<file path="config.mk">
export PLATFORM = sky130hd
export DESIGN_NAME = sincos_arbiter
export DESIGN_NICKNAME = d
export VERILOG_FILES = /design/src/rtl/sincos_arbiter.sv
export SDC_FILE = /design/constraint.sdc
export NUM_CORES = 1
export LEC_CHECK = 0
export CORE_UTILIZATION = 35
export CTS_CLUSTER_SIZE = 12
export DETAILED_ROUTE_END_ITERATION = 8
export HOLD_SLACK_MARGIN = 0.1
export PLACE_DENSITY = 0.85
export RECOVER_POWER = 50
export SLEW_MARGIN = 20
export SYNTH_ARGS = -nofsm -noshare
export SYNTH_HDL_FRONTEND = slang
export SYNTH_SLANG_ARGS = --single-unit
</file>
<file path="constraint.sdc">
create_clock -name clk -period 3.3 [get_ports clk]
set_clock_uncertainty 0.2 [all_clocks]
set_input_delay 0.66 -clock clk [delete_from_list [all_inputs] [get_ports clk]]
set_output_delay 0.66 -clock clk [all_outputs]
set_load 0.02 [all_outputs]
</file>
<file path="src/rtl/sincos_arbiter.sv">
// sincos_arbiter
//   Shares one sin_cos lookup among N_REQ requesters. A round-robin arbiter
//   picks at most one request per cycle. It registers the winner's phase onto
//   sc_phase and tracks the owner through a tag pipeline that is LAT+1 stages
//   deep. When the sin_cos results arrive, they are registered and broadcast.
//   A one-hot rsp_valid pulse marks the owner of each response.
// Ports
//   clk        system clock, rising edge
//   resetN     synchronous active-low reset
//   req        per-requester level request
//   phase_in   packed phases, requester i at [i*PHASE_W +: PHASE_W]
//   grant      combinational one-hot (or zero) accept for this cycle
//   sc_phase   registered phase to the shared sin_cos instance
//   sc_sin/cos signed results returned by the sin_cos instance
//   rsp_valid  one-hot one-cycle response owner marker
//   rsp_sin/cos registered results, broadcast to all requesters
//   busy       high while an accepted lookup has not yet responded
module sincos_arbiter #(
  parameter int N_REQ   = 4,
  parameter int PHASE_W = 10,
  parameter int LAT     = 1
) (
  input  logic                       clk,
  input  logic                       resetN,
  input  logic [N_REQ-1:0]           req,
  input  logic [N_REQ*PHASE_W-1:0]   phase_in,
  output logic [N_REQ-1:0]           grant,
  output logic [PHASE_W-1:0]         sc_phase,
  input  logic signed [17:0]         sc_sin,
  input  logic signed [17:0]         sc_cos,
  output logic [N_REQ-1:0]           rsp_valid,
  output logic signed [17:0]         rsp_sin,
  output logic signed [17:0]         rsp_cos,
  output logic                       busy
);

  localparam int ID_W = $clog2(N_REQ);

  logic [ID_W-1:0]    ptr_q, ptr_d;
  logic [PHASE_W-1:0] sc_phase_q, sc_phase_d;
  logic [LAT:0]       tag_vld_q, tag_vld_d;
  logic [ID_W-1:0]    tag_id_q [LAT+1];
  logic [ID_W-1:0]    tag_id_d [LAT+1];
  logic [N_REQ-1:0]   rsp_valid_q, rsp_valid_d;
  logic signed [17:0] rsp_sin_q, rsp_sin_d;
  logic signed [17:0] rsp_cos_q, rsp_cos_d;
  logic               busy_q, busy_d;

  logic               win_vld_s;
  logic [ID_W-1:0]    win_id_s;
  logic [ID_W-1:0]    cand_s;
  logic [N_REQ-1:0]   grant_s;

  // Round-robin search from ptr upward with wrap; the first requester found wins.
  always_comb begin
    win_vld_s = 1'b0;
    win_id_s  = '0;
    cand_s    = '0;
    for (int k = 0; k < N_REQ; k++) begin
      cand_s    = ID_W'((32'(ptr_q) + 32'(k)) % 32'(N_REQ));
      // Only the first hit updates the winner; later hits leave it untouched.
      win_id_s  = (!win_vld_s && req[cand_s]) ? cand_s : win_id_s;
      win_vld_s = win_vld_s | req[cand_s];
    end
    grant_s = '0;
    if (win_vld_s && resetN) begin
      grant_s[win_id_s] = 1'b1;
    end else begin
      grant_s = '0;
    end
  end

  // Next-state: pointer/phase capture on a grant, tag shift, response load.
  always_comb begin
    ptr_d      = ptr_q;
    sc_phase_d = sc_phase_q;
    if (win_vld_s) begin
      ptr_d = (win_id_s == ID_W'(N_REQ - 1)) ? '0 : win_id_s + ID_W'(1);
      for (int i = 0; i < N_REQ; i++) begin
        sc_phase_d = (win_id_s == ID_W'(i)) ? phase_in[i*PHASE_W +: PHASE_W] : sc_phase_d;
      end
    end else begin
      ptr_d      = ptr_q;
      sc_phase_d = sc_phase_q;
    end

    // A cycle without a grant shifts in a bubble (valid=0).
    tag_vld_d   = {tag_vld_q[LAT-1:0], win_vld_s};
    tag_id_d[0] = win_id_s;
    for (int s = 1; s <= LAT; s++) begin
      tag_id_d[s] = tag_id_q[s-1];
    end

    // The last tag stage lines up with the sin_cos results for that lookup.
    rsp_valid_d = '0;
    for (int i = 0; i < N_REQ; i++) begin
      rsp_valid_d[i] = tag_vld_q[LAT] && (tag_id_q[LAT] == ID_W'(i));
    end
    if (tag_vld_q[LAT]) begin
      rsp_sin_d = sc_sin;
      rsp_cos_d = sc_cos;
    end else begin
      rsp_sin_d = rsp_sin_q;
      rsp_cos_d = rsp_cos_q;
    end

    // busy reflects the tag valids as they will be after this edge.
    busy_d = |tag_vld_d;
  end

  // State registers with synchronous reset; in-flight tags are discarded.
  always_ff @(posedge clk) begin
    if (!resetN) begin
      ptr_q       <= '0;
      sc_phase_q  <= '0;
      tag_vld_q   <= '0;
      for (int s = 0; s <= LAT; s++) begin
        tag_id_q[s] <= '0;
      end
      rsp_valid_q <= '0;
      rsp_sin_q   <= '0;
      rsp_cos_q   <= '0;
      busy_q      <= 1'b0;
    end else begin
      ptr_q       <= ptr_d;
      sc_phase_q  <= sc_phase_d;
      tag_vld_q   <= tag_vld_d;
      tag_id_q    <= tag_id_d;
      rsp_valid_q <= rsp_valid_d;
      rsp_sin_q   <= rsp_sin_d;
      rsp_cos_q   <= rsp_cos_d;
      busy_q      <= busy_d;
    end
  end

  assign grant     = grant_s;
  assign sc_phase  = sc_phase_q;
  assign rsp_valid = rsp_valid_q;
  assign rsp_sin   = rsp_sin_q;
  assign rsp_cos   = rsp_cos_q;
  assign busy      = busy_q;

endmodule

</file>
==> notes.md, run 1 <==
run metrics: run status finished clean, max-slew violation count 0, horizontal die size 85.7 µm, final wirelength 6780 µm, crit end category output pin, first-pass GRT wire length 10,700 µm, worst-path fanout max 3, most used flip-flop cell dfxtp_1, area fraction in and, or, nand and nor cells after synthesis 15.9%, HPWL after detailed placement 5160 µm, leakage 1.63 nW, number of inserted diodes 0, power share of the sequential group 40.7%, total CTS buffers 9, total power draw 2.05 mW, total clock sinks 59, multiplexer share of the synthesized area 19.3%, power density of the placed cells 494 nW/µm², post-route insts no fill 505, number of vias after detailed routing 2,364, Net Count, Synth 343, GR Overflow Total 0, later-pin clock latency in the skew report 0.32 ns, synthesis area per yosys 2450 µm², Mapped Area 2450 µm², post-synthesis area per instance 9.53 µm², number of library cell types mapped by synthesis 30
-- run 1: stage by stage --
| step | instance area, µm² | worst slack, ns |
|---|---|---|
| 2_1_floorplan | 2450 | 0.0592 |
| 3_3_place_gp | 3990 | -0.373 |
| 3_5_place_dp | 3990 | -0.407 |
| 4_1_cts | 4170 | 0.00296 |
| 5_1_grt | 4150 | 0.0174 |
| 6_report | 4150 | 0.0850 |
-- run 1: critical path: stages --
cell and delay (ns):
clkdlybuf4s50_1 0.50, buf_4 0.13, nand2b_1 0.06, a21o_1 0.17, and4_1 0.22, ha_1 0.21
and3_1 0.15, clkdlybuf4s15_2 0.25
-- run 1: power by group through the flow --
stage                     Sequential, mW  Clock, mW  Combinational, mW
after floorplan                    0.901          0              0.282
after global placement             0.847          0              0.644
after detailed placement           0.850          0              0.657
after CTS                          0.835      0.595              0.656
after global routing               0.844      0.628              0.696
final                              0.834      0.572              0.646
-- run 1: timing repair --
item                       CTS  global route
setup endpoints to repair    4             4
resized                     14             5
pin swaps                    0             0
hold buffers                 0             0
-- run 1: cell families after synthesis --
family	Yosys count
AND-OR/OR-AND	46
flip-flops	59
multiplexers	46
adder cells (fa/ha/maj)	4
buffers and inverters	22
AND/OR/NAND/NOR	80
-- run 1: layout make-up --
cell class / count / area, µm² / share of cell area, %
tap: 96 / 120 / 2.89
sequential: 59 / 1180 / 28.5
timing repair buffer: 154 / 1470 / 35.5
inverter: 4 / 15.0 / 0.362
clock buffer: 11 / 141 / 3.40
multi-input combinational: 176 / 1180 / 28.4
clock inverter: 5 / 37.5 / 0.904
-- run 1: sequential cells by signal, indices dropped and copies added, names as in the netlist --
register,cells
sc_phase,10
rsp_valid,4
tag_id_d,2
tag_vld_q,2
busy,1
rsp_cos,18
rsp_sin,18
tag_id_q,2
ptr_q,2
-- run 1: final timing paths --
kind / from / end / slack, ns / cells past startpoint
setup / recovery: req[2] / grant[1] / 0.09 / 8
hold / removal: tag_id_d[1] / tag_id_q[1] / 0.24 / 1
setup reg to reg: ptr_q[1] / sc_phase[8] / 1.05 / 8
hold reg to reg: tag_id_d[1] / tag_id_q[1] / 0.24 / 1
-- run 1: placed cells by master, fill, tap and decap left out, drive strengths merged, types with 4 or more instances in the layout --
cell / instances
a21oi: 23
buf: 16
mux2: 10
dlygate4sd3: 10
clkdlybuf4s50: 119
mux2i: 36
nor3: 4
nand2b: 12
ha: 4
o21ai: 11
nand2: 4
o211ai: 10
dfxtp: 59
clkbuf: 16
inv: 4
nor2: 43
-- run 1: metal layers --
metal / up-vias / wire, µm / GRT usage [%]
li1: 1178 / - / -
met1: 1113 / 2840 / 20.3
met2: 63 / 3600 / 34.9
met3: 10 / 254 / 4.62
met4: 0 / 89 / 6.36
met5: - / 0 / 0
-- run 1: cells in the mapped netlist, types with 2 or more instances --
cell and number:
nor3_1 4, mux2i_1 36, buf_2 5, and4_1 2, ha_1 4, and2_1 3, a21oi_1 23, nand2_1 4
o211ai_1 10, o21ai_1 3, dfxtp_1 59, nor2b_1 2, nand2b_1 12, inv_1 3, o21ai_0 8, nor2_1 43
and3_1 3, clkbuf_1 12, mux2_2 10
### Metal layers overlaid, run 1

Two of the layers only.
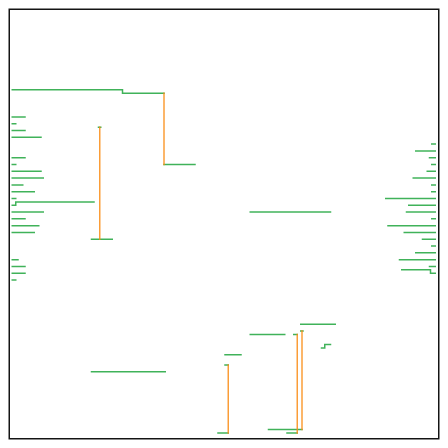
Green marks metal 3, wire length 254 µm. Orange marks metal 4, wire length 89.8 µm.

### Nets reached from selected ports, run 1

Bar = 20 µm.
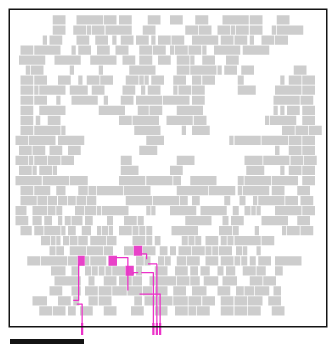
Magenta marks grant, bits 4, direction output, end cells 4, wire 84.7 µm.

### Sequential cells colored by netlist name, run 1

Other sequential cells in the stronger gray, the rest of the logic in the fainter gray.
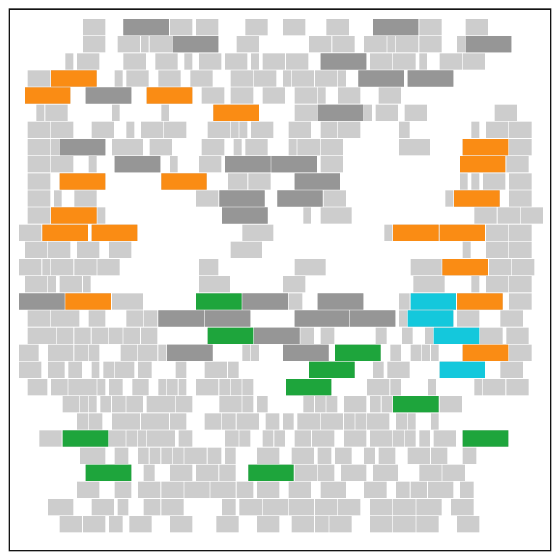
Green marks sc_phase, sequential cells 10. Orange marks rsp_cos, sequential cells 18. Cyan marks rsp_valid, sequential cells 4, where middle right.
Another 27 sequential cells are not colored.

### M2 wires, run 1

Bar = 20 µm.
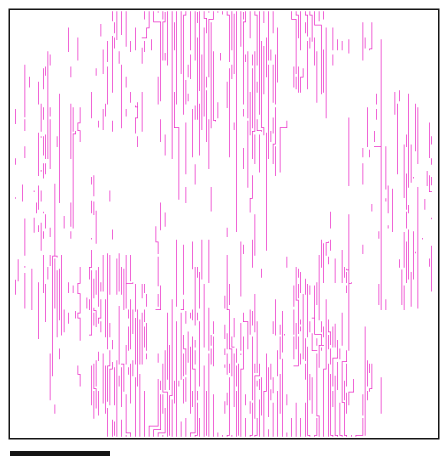
The layer holds 53% of the routed length. The layer carries 3,600 µm of wire. The longest straight run is 54.1 µm. 426 nets have wire on it.

==> inputs of run 2 (changes only) <==
- GPL_TIMING_DRIVEN: unset -> 0
### Placed standard cells, run 2

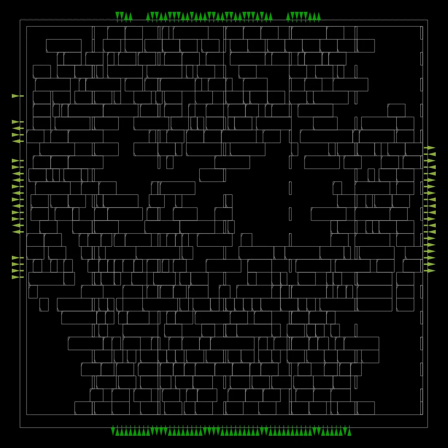
flip-flop and latch share of the layout cell area: 28.4%
final core utilization: 61.3%
num tapcells: 96
fill cell total of the finished layout: 592

==> run 2 against run 1 <==
Against the previous run: power increased by 5.2%; via count decreased by 0.63%; clock power increased by 16%; area after synthesis unchanged; maximum frequency decreased by 0.85%; worst setup slack got worse by 0.028 ns; first-iteration DRC count decreased by 34%; critical path depth increased by 1; combinational power increased by 4.5%; synthesized cell count unchanged.
==> notes.md, run 2 <==
run metrics: worst-path fanout max 10, capture point of the worst reg-to-reg path sc_phase[0], Net Count, Synth 343, multiplexer share of the synthesized area 19.3%, post-synthesis area per instance 9.53 µm², run status finished clean, most numerous cell in the Yosys netlist dfxtp_1, clock-pin slew on the worst setup and hold paths 0.07 ns, leakage 1.60 nW, most used flip-flop cell dfxtp_1, number of hold buffers added after cts 0, number of inserted diodes 0, GR Overflow Total 0, area fraction in and, or, nand and nor cells after synthesis 15.9%, pre-CTS setup slack -1.25 ns, crit end category output pin, worst hold path stage count 1, number of vias after detailed routing 2,349, Yosys top cell by area dfxtp_1, number of library cell types mapped by synthesis 30, area of the die 7340 µm², initial drt markers 56, later-pin clock latency in the skew report 0.33 ns, synthesis area per yosys 2450 µm², horizontal die size 85.7 µm, number of buffers between clock root and the deepest sink 2, total clock sinks 59, most common cell after layout, fill and taps aside clkdlybuf4s50_1, critical hold path startpoint tag_id_d[0], register-to-register path setup slack 0.93 ns, final wirelength 7100 µm, HPWL after detailed placement 5320 µm, worst reg-to-reg path cell count 8, Setup WS post-layout 0.0575 ns, Critical R2R Launch ptr_q[1], most frequent cells after synthesis dfxtp_1, nor2_1, mux2i_1, a21oi_1, post-route insts no fill 505, Area Overhead vs Synth 70.0%, fraction of layout cells with a size suffix above 1 11.2%, Mapped Area 2450 µm², part of the Yosys area used for sequential elements 48.2%, first-pass GRT wire length 11,300 µm, most instantiated logic cells after routing clkdlybuf4s50_1, dfxtp_1, nor2_1, FA/HA/MAJ Cells, Area Fraction 2.04%, total CTS buffers 9, Max transition margin 51.8%, number of synthesized register bits 59, worst min-delay path endpoint tag_id_q[0], max-slew violation count 0
### M2 wires, run 2

Bar = 20 µm.
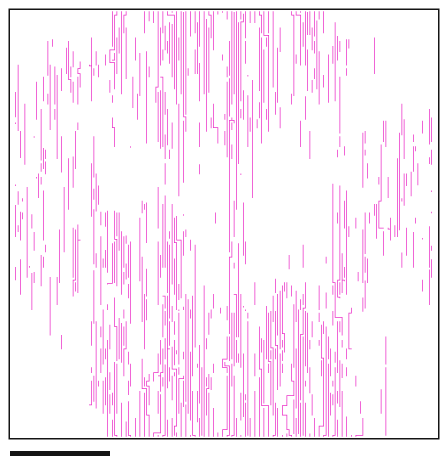
The longest straight run is 39.6 µm. The wires run mostly vertical. The layer carries 3,690 µm of wire. The layer holds 52% of the routed length.

-- run 2: per-stage QoR --
stage               area [µm²]  power (mW)  hold slack, ns  setup TNS [ns]
finish                    4170        2.16           0.233               0
global route              4170        2.26           0.256               0
CTS                       4180        2.17           0.233               0
detailed placement        3920        1.48           0.217           -7.09
global placement          3920        1.46           0.222           -6.13
floorplan                 2450        1.18           0.212               0
-- run 2: critical path, stage by stage --
cell	delay [ns]
buf_2	0.14
or4_4	0.54
buf_6	0.15
buf_6	0.13
nand4_1	0.11
ha_2	0.23
clkbuf_16	0.13
and3_1	0.15
buf_6	0.12
-- run 2: cells by family (layout without fill, tap and decap cells) --
| logic type | after synthesis | after routing |
|---|---|---|
| simple gates | 80 | 80 |
| flops | 59 | 59 |
| compound gates | 46 | 46 |
| mux | 46 | 46 |
| buf+inv | 22 | 174 |
| fa+ha+maj | 4 | 4 |
-- run 2: repair_timing --
action                     CTS  global route
buffers inserted             4             0
pin swaps                    1             0
cloned                       0             0
setup endpoints to repair    6             4
gates resized               37             6
-- run 2: area by class of cell --
class | instances | area, µm²
plain buffers | 15 | 93.8
clock buffers | 10 | 138
clock inverters | 6 | 65.1
fillers | 592 | 2630
inverters | 4 | 17.5
multi-input cells | 176 | 1190
flip-flops and latches | 59 | 1180
well taps | 96 | 120
repair buffers | 139 | 1360
-- run 2: worst max-delay path by stage --
stage	start	end	depth (start not counted)
final	req[1]	grant[2]	9
after global routing	req[1]	grant[2]	9
after CTS	req[0]	grant[2]	9
after detailed placement	req[1]	grant[2]	10
after global placement	req[1]	grant[2]	10
after floorplan	req[1]	grant[2]	8
-- run 2: routing by layer --
layer	wire length [µm]	share of wire (%)	global-route usage (%)	vias to the layer above
li1	-	-	-	1182
met1	3040	43	23.4	1091
met2	3690	52	34.7	63
met3	272	3.8	4.62	13
met4	104	1.5	6.67	0
met5	0	0	0	-
-- run 2: power by group --
part	internal [mW]	switching, mW	total (mW)
combinational	0.358	0.318	0.675
clock	0.367	0.294	0.661
sequential	0.784	0.0392	0.823
==> inputs of run 3 (changes only) <==
- CORE_MARGIN: unset -> 2
### Metal layers overlaid, run 3

Two of the layers only.
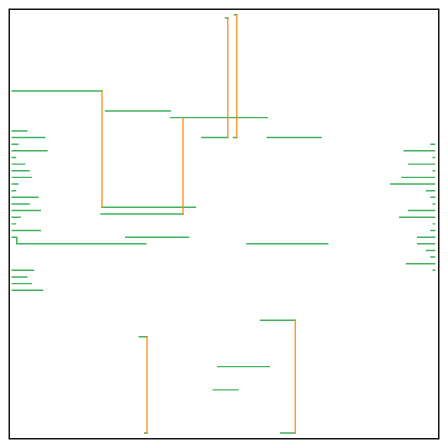
Green marks metal 3, wire length 320 µm. Orange marks metal 4, wire length 136 µm.

==> run 3 against run 2 <==
Against the previous run: area after synthesis is the same; synthesized cell count stayed put; worst hold slack improved by 0.017 ns; flip-flop count unchanged.
==> notes.md, run 3 <==
run metrics: cell with the largest stage delay on the worst path or4_4, leakage 1.61 nW, total CTS buffers 9, most frequent cells after synthesis dfxtp_1, nor2_1, mux2i_1, a21oi_1, FA/HA/MAJ Cells, Area Fraction 2.04%, cell seen most often among critical-path stages buf_6, total clock sinks 59, post-synthesis area per instance 9.53 µm², HPWL after detailed placement 5480 µm, GR Overflow Total 0, number of library cell types mapped by synthesis 30, multiplexer share of the synthesized area 19.3%, initial drt markers 43, max-slew violation count 0, synthesis area per yosys 2450 µm², total buffers and inverters traversed by the critical path 5, area fraction in and, or, nand and nor cells after synthesis 15.9%, Area Overhead vs Synth 69.8%, run status finished clean, Setup WS post-layout 0.0604 ns, number of hold buffers added after cts 0, sequence of cells on the critical path dlygate4sd2_1 > or4_4 > buf_6 > buf_6 > nand4_1 > ha_2 > clkbuf_16 > and3_4 > buf_6, final wirelength 7170 µm, clock-pin slew on the worst setup and hold paths 0.07 ns, most used flip-flop cell dfxtp_1, horizontal die size 87.7 µm, worst-path fanout max 10, later-pin clock latency in the skew report 0.33 ns, part of the Yosys area used for sequential elements 48.2%, most numerous cell in the Yosys netlist dfxtp_1, total power draw 2.13 mW, area of the die 7690 µm², most instantiated logic cells after routing clkdlybuf4s50_1, dfxtp_1, nor2_1, Mapped Area 2450 µm², number of buffers between clock root and the deepest sink 2, Max transition margin 48.0%, most common cell after layout, fill and taps aside clkdlybuf4s50_1, Net Count, Synth 343, largest stage delay on the critical path 0.43 ns
### Sequential cells colored by netlist name, run 3

Other sequential cells in the stronger gray, the rest of the logic in the fainter gray.
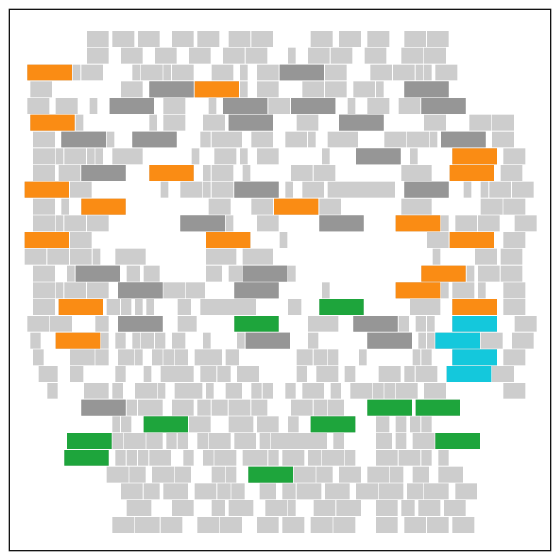
Green marks sc_phase, sequential cells 10. Orange marks rsp_cos, sequential cells 18. Cyan marks rsp_valid, sequential cells 4.

==> run 3: per-stage QoR <==
stage	setup TNS, ns	utilization, %	cell area (µm²)	std cells
5_1_grt	0	61.2	4160	506
2_1_floorplan	0	-	2450	257
6_report	0	61.2	4160	506
3_3_place_gp	-6.32	57.8	3920	488
4_1_cts	0	61.5	4180	506
3_5_place_dp	-6.80	57.8	3920	488
==> run 3: repair_timing <==
item | CTS | global route
endpoints found under the setup margin | 4 | 3
hold endpoints to repair | 0 | 0
gates resized | 36 | 5
cloned | 0 | 0
buffers inserted | 5 | 0
pin swaps | 2 | 0
==> run 3: cell type report <==
cell class	count	area, µm²	share of cell area [%]
Multi-Input combinational cell	176	1190	28.6
Sequential cell	59	1180	28.4
Tap cell	96	120	2.89
Timing Repair Buffer	140	1360	32.8
Buffer	15	93.8	2.26
Clock buffer	11	141	3.40
Inverter	4	17.5	0.421
Clock inverter	5	52.6	1.26
==> run 3: final timing paths <==
path / slack (ns) / from / end / depth (start not counted)
worst max-delay path: 0.06 / req[1] / grant[2] / 9
worst max register to register: 0.95 / ptr_q[1] / sc_phase[2] / 8
worst min register to register: 0.25 / tag_id_q[1] / rsp_valid[1] / 1
worst min-delay path: 0.25 / tag_id_q[1] / rsp_valid[1] / 1
==> run 3: worst register-to-register path, stage by stage (launching register included) <==
cell and delay, ns:
dfxtp_1 0.40, a21oi_1 0.09, nor3b_1 0.32, or3_1 0.25, ha_4 0.16, buf_4 0.18
mux2_2 0.35, o211ai_1 0.19, a21oi_1 0.10
==> run 3: logic make-up (layout without fill, tap and decap cells) <==
family / count (synthesis) / count (layout)
muxes: 46 / 46
adders and majority gates: 4 / 4
AOI/OAI and AO/OA: 46 / 46
buffers and inverters: 22 / 175
and+or+nand+nor: 80 / 80
DFF: 59 / 59
==> run 3: report_power, final <==
group	internal (mW)	leakage (nW)	switching [mW]	total (mW)
clock network	0.365	0.0991	0.273	0.639
logic	0.358	1.02	0.316	0.674
registers	0.784	0.485	0.0380	0.822
==> run 3: per-layer routing <==
metal / wire length [µm] / global-route usage [%]
met1: 3010 / 21.8
met2: 3690 / 32.5
met3: 320 / 6.22
met4: 136 / 5.03
met5: 0 / 0
Power and IR drop assume default switching activity.
